File: config.mk
export PLATFORM = sky130hd
export DESIGN_NAME = multi_channel_edge_delay
export DESIGN_NICKNAME = d
export VERILOG_FILES = /design/src/rtl/multi_channel_edge_delay.sv
export SDC_FILE = /design/constraint.sdc
export NUM_CORES = 1
export LEC_CHECK = 0
export CORE_UTILIZATION = 51
export DETAILED_ROUTE_END_ITERATION = 7
export PLACE_DENSITY = 0.88
export SYNTH_ARGS = -nofsm -noshare
export SYNTH_HDL_FRONTEND = slang
export SYNTH_SLANG_ARGS = --single-unit
File: constraint.sdc
create_clock -name clk_in -period 6.65 [get_ports clk_in]
set_clock_uncertainty 0.15 [all_clocks]
set_input_delay 0.9975 -clock clk_in [delete_from_list [all_inputs] [get_ports clk_in]]
set_output_delay 0.9975 -clock clk_in [all_outputs]
set_load 0.01 [all_outputs]
File: src/rtl/multi_channel_edge_delay.sv
// multi_channel_edge_delay
// N_CH independent lines, each re-timed by a programmable rising/falling edge
// delay. Per channel: commit mode reproduces every detected edge, filter mode
// discards an edge whose input reverts before the delay expires and records
// that in a sticky glitch flag.
module multi_channel_edge_delay #(
  parameter int N_CH  = 4,
  parameter int CNT_W = 32
) (
  input  logic                    clk_in,
  input  logic                    rst_in,
  input  logic [N_CH-1:0]         signal_in,
  input  logic [N_CH*CNT_W-1:0]   rising_delay_in,
  input  logic [N_CH*CNT_W-1:0]   falling_delay_in,
  input  logic [N_CH-1:0]         filter_mode_in,
  input  logic                    glitch_clr_in,
  output logic [N_CH-1:0]         signal_out,
  output logic [N_CH-1:0]         busy_out,
  output logic [N_CH-1:0]         glitch_out
);

  typedef enum logic [1:0] {
    LOW      = 2'd0,
    RISE_DLY = 2'd1,
    HIGH     = 2'd2,
    FALL_DLY = 2'd3
  } state_t;

  localparam logic [CNT_W-1:0] CNT_ZERO = {CNT_W{1'b0}};
  localparam logic [CNT_W-1:0] CNT_ONE  = {{(CNT_W-1){1'b0}}, 1'b1};

  // Registered copy of the raw lines; the per-channel FSMs only ever see this.
  logic [N_CH-1:0] s_q;

  // Input stage: sample every line on each clock edge.
  always_ff @(posedge clk_in or posedge rst_in) begin
    if (rst_in) begin
      s_q <= {N_CH{1'b0}};
    end else begin
      s_q <= signal_in;
    end
  end

  for (genvar i = 0; i < N_CH; i++) begin : g_ch
    state_t           state;
    state_t           state_nxt;
    logic [CNT_W-1:0] cnt;
    logic [CNT_W-1:0] cnt_nxt;
    logic [CNT_W-1:0] rise_d;
    logic [CNT_W-1:0] fall_d;
    logic             out_q;
    logic             out_nxt;
    logic             glitch_q;
    logic             glitch_set;

    assign rise_d = rising_delay_in[i*CNT_W +: CNT_W];
    assign fall_d = falling_delay_in[i*CNT_W +: CNT_W];

    // Next-state, counter and output decision for this channel.
    always_comb begin
      state_nxt  = state;
      cnt_nxt    = cnt;
      out_nxt    = out_q;
      glitch_set = 1'b0;
      case (state)
        LOW: begin
          out_nxt = 1'b0;
          if (s_q[i]) begin
            if (rise_d == CNT_ZERO) begin
              out_nxt   = 1'b1;
              state_nxt = HIGH;
            end else begin
              cnt_nxt   = rise_d;
              state_nxt = RISE_DLY;
            end
          end else begin
            state_nxt = LOW;
          end
        end
        RISE_DLY: begin
          // Filter mode: input fell back before the delay ran out.
          if (filter_mode_in[i] && !s_q[i]) begin
            state_nxt  = LOW;
            glitch_set = 1'b1;
          end else if (cnt == CNT_ONE) begin
            out_nxt   = 1'b1;
            state_nxt = HIGH;
          end else begin
            cnt_nxt = cnt - CNT_ONE;
          end
        end
        HIGH: begin
          out_nxt = 1'b1;
          if (!s_q[i]) begin
            if (fall_d == CNT_ZERO) begin
              out_nxt   = 1'b0;
              state_nxt = LOW;
            end else begin
              cnt_nxt   = fall_d;
              state_nxt = FALL_DLY;
            end
          end else begin
            state_nxt = HIGH;
          end
        end
        FALL_DLY: begin
          // Filter mode: input rose back before the delay ran out.
          if (filter_mode_in[i] && s_q[i]) begin
            state_nxt  = HIGH;
            glitch_set = 1'b1;
          end else if (cnt == CNT_ONE) begin
            out_nxt   = 1'b0;
            state_nxt = LOW;
          end else begin
            cnt_nxt = cnt - CNT_ONE;
          end
        end
        default: begin
          state_nxt = LOW;
          cnt_nxt   = CNT_ZERO;
          out_nxt   = 1'b0;
        end
      endcase
    end

    // State, delay counter and delayed output registers.
    always_ff @(posedge clk_in or posedge rst_in) begin
      if (rst_in) begin
        state <= LOW;
        cnt   <= CNT_ZERO;
        out_q <= 1'b0;
      end else begin
        state <= state_nxt;
        cnt   <= cnt_nxt;
        out_q <= out_nxt;
      end
    end

    // Sticky glitch flag; a new abort on the same edge as a clear keeps it set.
    always_ff @(posedge clk_in or posedge rst_in) begin
      if (rst_in) begin
        glitch_q <= 1'b0;
      end else if (glitch_set) begin
        glitch_q <= 1'b1;
      end else if (glitch_clr_in) begin
        glitch_q <= 1'b0;
      end else begin
        glitch_q <= glitch_q;
      end
    end

    assign signal_out[i] = out_q;
    assign busy_out[i]   = (state == RISE_DLY) || (state == FALL_DLY);
    assign glitch_out[i] = glitch_q;
  end

endmodule
==> images/layers.png <==
The bar under the picture is 50 µm long. Only two layers are drawn.
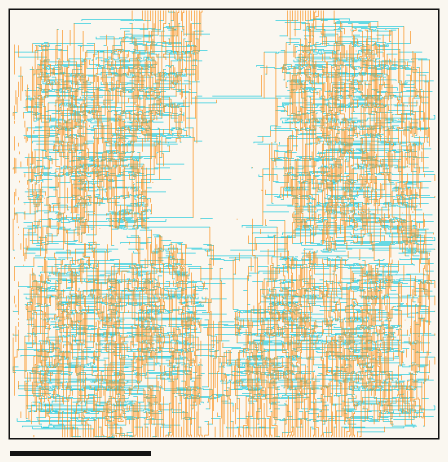
color	layer	wire length
cyan	M1	14,800 µm
orange	M2	18,000 µm

==> images/m3.png <==
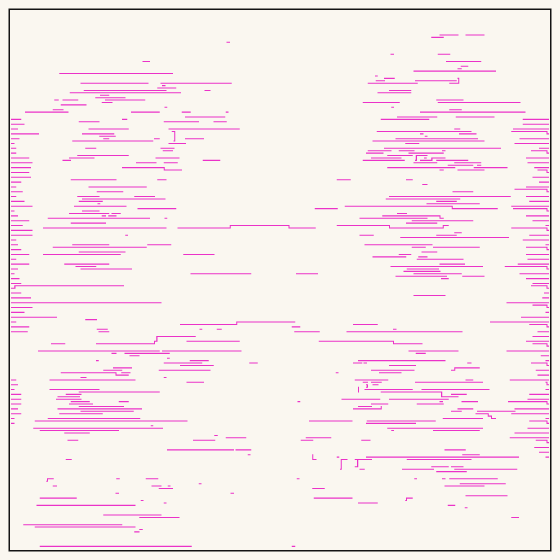
main direction	horizontal
wire length on this layer	3,730 µm

==> job_summary.md <==
### Metrics collected by this job

| Metric | Value |
|---|---|
| Avg Inst Size Synth | `slightly above 8 µm²` |
| Synthesis area per yosys | `roughly 12,000 µm²` |
| First DRT Iteration DRCs | `around 1,400` |
| Critical Path End Type | `register` |
| Worst hold slack | `roughly 0.34 ns` |
| CP max stage delay | `roughly 0.74 ns` |
| Clk slew on worst S/H paths | `0.07 ns` |
| Placed cell count | `1,901` |
| Remaining DRCs | `18` |
| Run status | `complete, but fails checks` |
| GRT Total Usage | `0.3228` |
| Hold path startpoint | `g_ch[2].cnt[27]` |
| Number of distinct library cells after synthesis | `around 81` |
| Crit path depth | `9` |
| Post-CTS Hold Buffers | `0` |
| Failing checks | `DRC` |
| Power per cell area | `347.0 nW/µm²` |
| Final non-filler cell total | `1,933` |
| Vias per inst | `6.653` |
| H-tree depth | `4` |
| Total grt overflow | `0` |
| Synth area leaders | `dfrtp_1 (32%), mux2i_1 (8.3%), o21ai_0 (5.3%)` |
| Post-Synthesis Cells | `1,430` |
| Final HPWL DP | `27.35 mm` |
| Ant diodes | `0` |
| Slew margin rel. | `0.2171` |
| Critical path fanouts, max | `25` |
| Worst-Margin Slew | `approximately 1.2 ns` |
| Die height | `roughly 150 µm` |
| Synthesis Warnings | `0` |
| Die width | `152.2 µm` |
==> images/m2.png <==
The bar under the picture is 50 µm long.
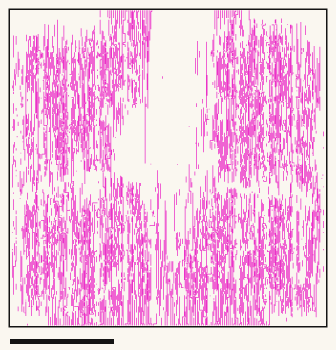
longest straight run	50.3 µm
share of all routed wire	48%
nets with wire on the layer	1,695
wire length on this layer	18,000 µm
main direction	vertical

==> images/floorplan.png <==
The bar under the picture is 50 µm long. Pins as bars on the die edge.
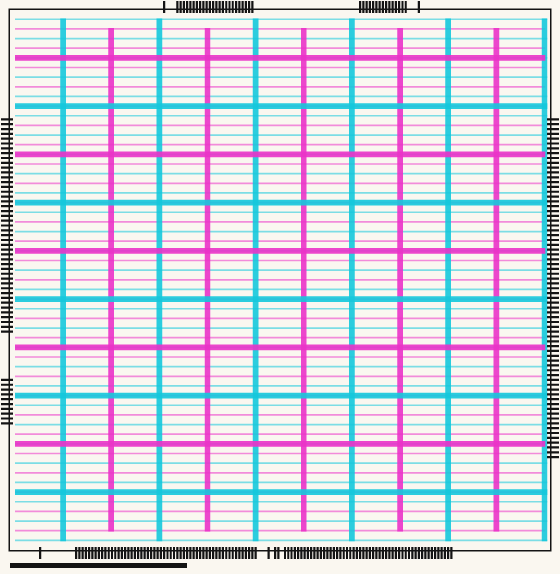
color	net
cyan	VSS
magenta	VDD
rows	54
met1 rails	55
met4 straps	11
met5 straps	10

## report_power, final
part           switching (mW)  internal, mW  leakage [nW]
logic                    1.29          1.05          3.73
clock network           0.401         0.651         0.308
registers               0.504          1.29          1.75
total                    2.20          2.99          5.78
## cell type report
cell class / instances / area, µm² / area share
multi-input cells: 1146 / 7246 / 0.4845
flip-flops and latches: 148 / 3709 / 0.2480
repair buffers: 290 / 2873 / 0.1921
clock buffers: 21 / 460.4 / 0.03079
well taps: 280 / 350.3 / 0.02343
clock inverters: 11 / 172.7 / 0.01155
inverters: 37 / 143.9 / 0.009622
## stage by stage
stage | setup WS (ns) | power (mW)
2_1_floorplan | 1.523 | 3.387
3_3_place_gp | 2.433 | 3.976
3_5_place_dp | 2.310 | 4.075
4_1_cts | 2.727 | 5.141
5_1_grt | 2.458 | 5.532
6_report | 2.654 | 5.189
## layer usage
layer,track usage,part of all wire
met5,0,0
met4,0.1263,0.028
met3,0.06428,0.099
met2,0.5400,0.48
met1,0.4107,0.39
## sequential cells by signal (all words and copies together), names as in the netlist
signal,count
g_ch.cnt,128
g_ch.state,8
g_ch.glitch_q,4
g_ch.out_q,4
s_q,4
## synth_stat cells (all sizes together), types with 25 or more instances
cell / instances
a21oi: 94
a31oi: 31
buf: 31
clkbuf: 68
dfrtp: 148
inv: 37
mux2: 26
mux2i: 95
nand2: 150
nand3: 33
nor2: 118
nor3: 47
nor4: 92
o21ai: 123
o22ai: 25
## worst max-delay path by stage
stage,from,endpoint,slack (ns)
after floorplan,rst_in,g_ch[0].cnt[0],1.52
after global placement,falling_delay_in[101],g_ch[3].cnt[17],2.43
after detailed placement,falling_delay_in[118],g_ch[3].cnt[17],2.31
after CTS,falling_delay_in[118],g_ch[3].cnt[17],2.73
after global routing,falling_delay_in[123],g_ch[3].cnt[17],2.46
final,falling_delay_in[118],g_ch[3].cnt[17],2.65
## cell families after synthesis
family	Yosys count	synth area share
adder cells (fa/ha/maj)	8	0.008699
flip-flops	148	0.3218
XOR/XNOR	3	0.002284
AND-OR/OR-AND	440	0.2525
buffers and inverters	136	0.04904
AND/OR/NAND/NOR	574	0.2576
multiplexers	121	0.1081
Power is estimated from default activity; no workload was simulated.
